## src/rtl/imem_boot_pkg.sv

```systemverilog
// Shared state encoding and constants for the instruction-memory boot loader.
// IMEM_BOOT_CHECKSUM_EN adds the trailing checksum state.
package imem_boot_pkg;

  localparam int BYTES_PER_WORD     = 4;
  localparam int DEFAULT_ROM_BLOCKS = 256;

  typedef enum logic [2:0] {
    ST_IDLE  = 3'd0,
    ST_RECV  = 3'd1,
    ST_WRITE = 3'd2,
    ST_DONE  = 3'd3,
    ST_ERR   = 3'd4
`ifdef IMEM_BOOT_CHECKSUM_EN
    ,
    ST_CHECK = 3'd5
`endif
  } state_t;

  // A load request is legal only for a non-empty image that fits the memory.
  function automatic logic count_valid(input logic [31:0] count, input logic [31:0] depth);
    return (count != 32'd0) && (count <= depth);
  endfunction

endpackage

```

## src/rtl/imem_word_assembler.sv

```systemverilog
// Collects four stream bytes MSB-first into a 32-bit word; word_valid pulses
// in the cycle the fourth byte is accepted, with word already complete.
module imem_word_assembler
  import imem_boot_pkg::*;
(
  input  logic        clk,
  input  logic        srst,
  input  logic        clear,
  input  logic        byte_en,
  input  logic [7:0]  byte_in,
  output logic [31:0] word,
  output logic        word_valid
);

  logic [1:0]  byte_cnt_reg;
  logic [23:0] partial_reg;

  // Only the first three bytes need storage; the fourth is merged combinationally.
  always_ff @(posedge clk) begin
    if (srst || clear) begin
      byte_cnt_reg <= '0;
      partial_reg  <= '0;
    end else if (byte_en) begin
      byte_cnt_reg <= byte_cnt_reg + 2'd1;
      partial_reg  <= {partial_reg[15:0], byte_in};
    end
  end

  assign word       = {partial_reg, byte_in};
  assign word_valid = byte_en && (byte_cnt_reg == 2'(BYTES_PER_WORD - 1));

endmodule

```

## src/rtl/imem_boot_ctrl.sv

```systemverilog
// Boot loader for the instruction memory: streams an image in, holds the core
// in reset until loaded. Optional checksum byte: IMEM_BOOT_CHECKSUM_EN.
module imem_boot_ctrl
  import imem_boot_pkg::*;
#(
  parameter int DATA_WIDTH     = 32,
  parameter int ADDR_WIDTH     = 32,
  parameter int ROM_BLOCKS_NUM = DEFAULT_ROM_BLOCKS
) (
  input  logic                  i_clk,
  input  logic                  i_rst,
  input  logic                  i_start,
  input  logic [ADDR_WIDTH-1:0] i_word_count,
  input  logic [7:0]            i_byte,
  input  logic                  i_byte_valid,
  output logic                  o_byte_ready,
  input  logic [ADDR_WIDTH-1:0] i_cpu_addr,
  output logic [ADDR_WIDTH-1:0] o_mem_addr,
  output logic                  o_wr_en,
  output logic [DATA_WIDTH-1:0] o_wr_data,
  output logic                  o_cpu_rst,
  output logic                  o_busy,
  output logic                  o_done,
  output logic                  o_err
);

  state_t                state_reg, state_next;
  logic [ADDR_WIDTH-1:0] count_reg, count_next;
  logic [ADDR_WIDTH-1:0] word_idx_reg, word_idx_next, idx_inc;
  logic [DATA_WIDTH-1:0] wr_data_reg, wr_data_next;
  logic                  idle_like, start_accept, start_ok;
  logic                  asm_byte_en, word_valid;
  logic [31:0]           asm_word;

  assign idle_like    = (state_reg == ST_IDLE) || (state_reg == ST_DONE) || (state_reg == ST_ERR);
  assign start_accept = i_start && idle_like;
  assign start_ok     = count_valid(32'(i_word_count), 32'(ROM_BLOCKS_NUM));
  assign asm_byte_en  = i_byte_valid && (state_reg == ST_RECV);
  assign idx_inc      = word_idx_reg + ADDR_WIDTH'(1);

  imem_word_assembler u_asm (
    .clk        (i_clk),
    .srst       (i_rst),
    .clear      (start_accept),
    .byte_en    (asm_byte_en),
    .byte_in    (i_byte),
    .word       (asm_word),
    .word_valid (word_valid)
  );

`ifdef IMEM_BOOT_CHECKSUM_EN
  logic [7:0] xor_reg;

  always_ff @(posedge i_clk) begin
    if (i_rst || start_accept) xor_reg <= '0;
    else if (asm_byte_en)      xor_reg <= xor_reg ^ i_byte;
  end
`endif

  always_ff @(posedge i_clk) begin
    if (i_rst) begin
      state_reg    <= ST_IDLE;
      count_reg    <= '0;
      word_idx_reg <= '0;
      wr_data_reg  <= '0;
    end else begin
      state_reg    <= state_next;
      count_reg    <= count_next;
      word_idx_reg <= word_idx_next;
      wr_data_reg  <= wr_data_next;
    end
  end

  always_comb begin
    state_next    = state_reg;
    count_next    = count_reg;
    word_idx_next = word_idx_reg;
    wr_data_next  = wr_data_reg;
    case (state_reg)
      ST_IDLE, ST_DONE, ST_ERR: begin
        if (i_start) begin
          if (start_ok) begin
            state_next    = ST_RECV;
            count_next    = i_word_count;
            word_idx_next = '0;
          end else begin
            state_next = ST_ERR;
          end
        end
      end
      ST_RECV: begin
        if (word_valid) begin
          wr_data_next = DATA_WIDTH'(asm_word);
          state_next   = ST_WRITE;
        end
      end
      ST_WRITE: begin
        word_idx_next = idx_inc;
        if (idx_inc == count_reg) begin
`ifdef IMEM_BOOT_CHECKSUM_EN
          state_next = ST_CHECK;
`else
          state_next = ST_DONE;
`endif
        end else begin
          state_next = ST_RECV;
        end
      end
`ifdef IMEM_BOOT_CHECKSUM_EN
      ST_CHECK: begin
        if (i_byte_valid) state_next = (i_byte == xor_reg) ? ST_DONE : ST_ERR;
      end
`endif
      default: state_next = ST_IDLE;
    endcase
  end

`ifdef IMEM_BOOT_CHECKSUM_EN
  assign o_byte_ready = (state_reg == ST_RECV) || (state_reg == ST_CHECK);
`else
  assign o_byte_ready = (state_reg == ST_RECV);
`endif
  assign o_wr_en    = (state_reg == ST_WRITE);
  assign o_wr_data  = wr_data_reg;
  assign o_busy     = (state_reg == ST_RECV) || (state_reg == ST_WRITE);
  assign o_done     = (state_reg == ST_DONE);
  assign o_err      = (state_reg == ST_ERR);
  assign o_cpu_rst  = (state_reg != ST_DONE);
  // Fetch path owns the memory address whenever no load is running.
  assign o_mem_addr = idle_like ? i_cpu_addr : word_idx_reg;

endmodule

```

## config.mk

```make
export PLATFORM = sky130hd
export DESIGN_NAME = imem_boot_ctrl
export DESIGN_NICKNAME = d
export VERILOG_FILES = /design/src/rtl/imem_boot_pkg.sv /design/src/rtl/imem_word_assembler.sv /design/src/rtl/imem_boot_ctrl.sv
export SDC_FILE = /design/constraint.sdc
export NUM_CORES = 1
export LEC_CHECK = 0
export CAP_MARGIN = 20
export CELL_PAD_IN_SITES_DETAIL_PLACEMENT = 0
export CELL_PAD_IN_SITES_GLOBAL_PLACEMENT = 2
export CORE_UTILIZATION = 30
export CTS_BUF_LIST = sky130_fd_sc_hd__clkbuf_2
export DETAILED_ROUTE_END_ITERATION = 10
export PLACE_DENSITY = 0.88
export SYNTH_ARGS = -nofsm -noshare
export SYNTH_HDL_FRONTEND = slang
export SYNTH_SLANG_ARGS = --single-unit
```

## constraint.sdc

```tcl
create_clock -name i_clk -period 3.21 [get_ports i_clk]
set_clock_uncertainty 0.2 [all_clocks]
set_input_delay 0.642 -clock i_clk [delete_from_list [all_inputs] [get_ports i_clk]]
set_output_delay 0.642 -clock i_clk [all_outputs]
set_load 0.005 [all_outputs]
```

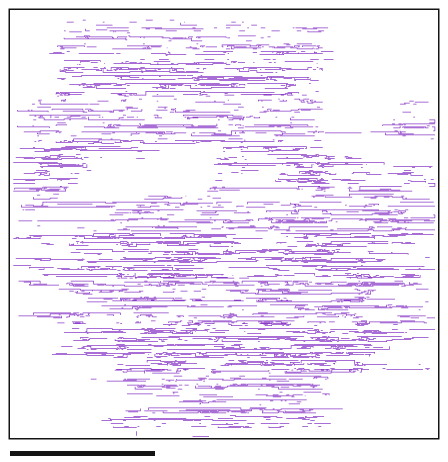
Figure 1: M1 wires.
Bar = 50 um.
The layer carries 9,640 um of wire. The layer holds 49% of the routed length. 908 nets have wire on it.
GR Layer Usage met1: 24.9%
vias: 6,013
WL final: 19.5 mm

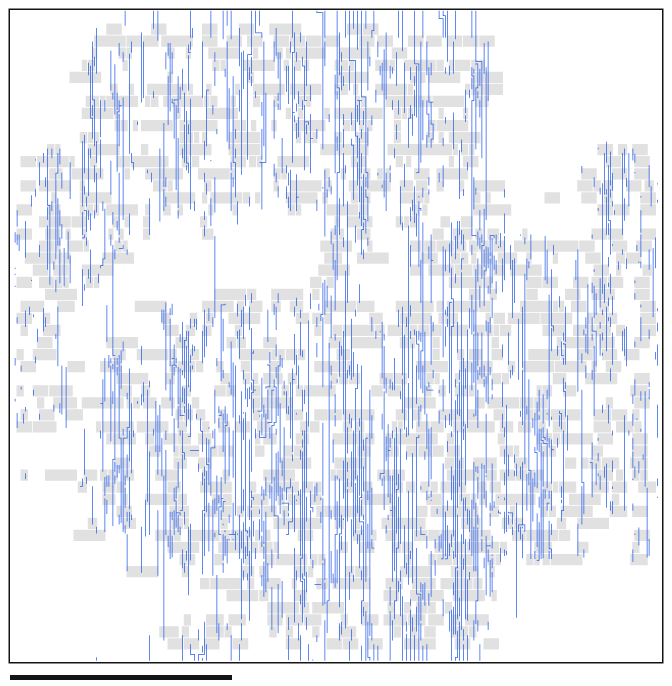
Figure 2: met2 routing.
Bar = 50 um.
The layer carries 8,580 um of wire. 814 nets have wire on it. The wires run mostly vertical. The longest straight run is 80.6 um. The layer holds 44% of the routed length.
M2 GR Usage: 27.5%

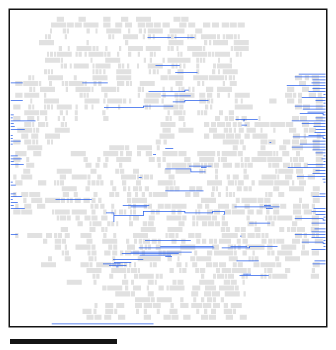
Figure 3: the metal 3 layer.
Bar = 50 um.
The wires run mostly horizontal. 111 nets have wire on it. The longest straight run is 47.2 um.
GR Util met3: 4.38%

==> reports/qor.yml <==
lay_top_cells: "143 x nand2_1, 122 x dfxtp_1, 110 x clkdlybuf4s50_1"
cts_buffer_depth: 2
synthFlopType: "dfxtp_1"
powerComb_mw: 0.187
crit_chain: "nand3b_1 -> o21ai_4 -> buf_6 -> buf_6 -> mux2_4 -> clkbuf_2"
portBuffers: 145
ys_sh_simple_pct: 25.9
finalClockPeriodUsage_pct: 96.3
max_clock_freq_mhz: 324
logic_area_mm2: 0.00357
p_clk_mw: 1.01
core_area_mm2: 0.0204
largestPowerGroup: "registers"
final_common_cell: "nand2_1"
die_height_um: 147
synth.largest_area_cell: "dfxtp_1"
critPathBufInv: 3
firstDrtPassIters: 5
synth_chip_area_mm2: 0.00632
final_layout_size_suffix_gt1_share_pct: 18.2
worst_pin_slew_ns: 0.886
status: "complete, no violations"
drc: 0
hold_depth: 3
post-cts-setup-buffers: 10
area_leaders: "dfxtp_1 40%, nand2_1 8.5%, a21oi_1 7.4%"
leakagePower_nw: 3.15
grt_pass1_wl_mm: 30.4
maxUsedRoutingLayer: "met4"
htreeDepth: 4
powerDensity_mw_per_mm2: 323
end_kind: "output port"
cap_violations: 0
postRouteAntennaNets: 0
r2r-end: "state_reg[1]$_SDFFE_PP0P_"
rrSetupSlack_ns: 0.37
comb_area_share_pct: 41.8
sequentialPowerShare_pct: 56.5
clock_cell_area_share_pct: 2.74
warnings: 28
largest_class: "logic gates"
fin_setup_tns_ns: 0
cts_tree: "built"
synthArstFlopShare_pct: 0
cp.required_ns: 2.37
areaGrowthSynthToFinish_pct: 35.1
drtIter0Drc: 276
gp_congestion: 0.804
wl_per_cell_um: 16.0
ys_sh_mux_pct: 7.45
layout_setup_ws_ns: 0.120
fin_cells: 1220
startpoint_type: "register"
sh_seq_area_pct: 29.4
worstSetupPathType: "reg2out"
met3_length_mm: 1.12
seqCellArea_mm2: 0.00251
ys_types: 61
yosys.area_share.aoi_pct: 14.8
busiest_layer: "met2"
max-slew-margin-rel_pct: 40.8
nNetsFinal: 1015
cp-endpoint: "o_mem_addr[20]"
logic_gate_count: 582
worstSetupStartpoint: "state_reg[2]$_SDFFE_PP0P_"
cp_slowest_cell: "dfxtp_2"
synthTopLogicFamily: "simple AND/OR/NAND/NOR gates"
ctsResizeCount: 48
dpl_cell_area_mm2: 0.00818
crit_fanout: 6
worstHoldStart: "i_rst"
grt.total_usage_pct: 18.0
hold_ws_ns: 0.134
syn_nets: 858
final_util_pct: 41.8
diodes: 1
clkPwrFrac_pct: 36.7
critical_path.max_stage_delay_ns: 0.36
common_cells: "143 x nand2_1, 125 x dfxtp_1, 93 x a21oi_1"
yosysSeqAreaShare_pct: 39.6
first_global_vias: 5708
worst-endpoint-arrival_ns: 2.25
cts.clk_slew.worst_paths_ns: 0.22
via_per_inst: 4.93
hold_viol: 0
clock-sinks: 125
finalCriticalPeriod_ns: 3.09
tap-cell-count: 270
placedCellCount: 1168
grt_max_degree: 76
syn_area_mm2: 0.00632
yosys-stat-cells: 780
die_area_mm2: 0.0216
ys.flops: 125
flop-count: 125
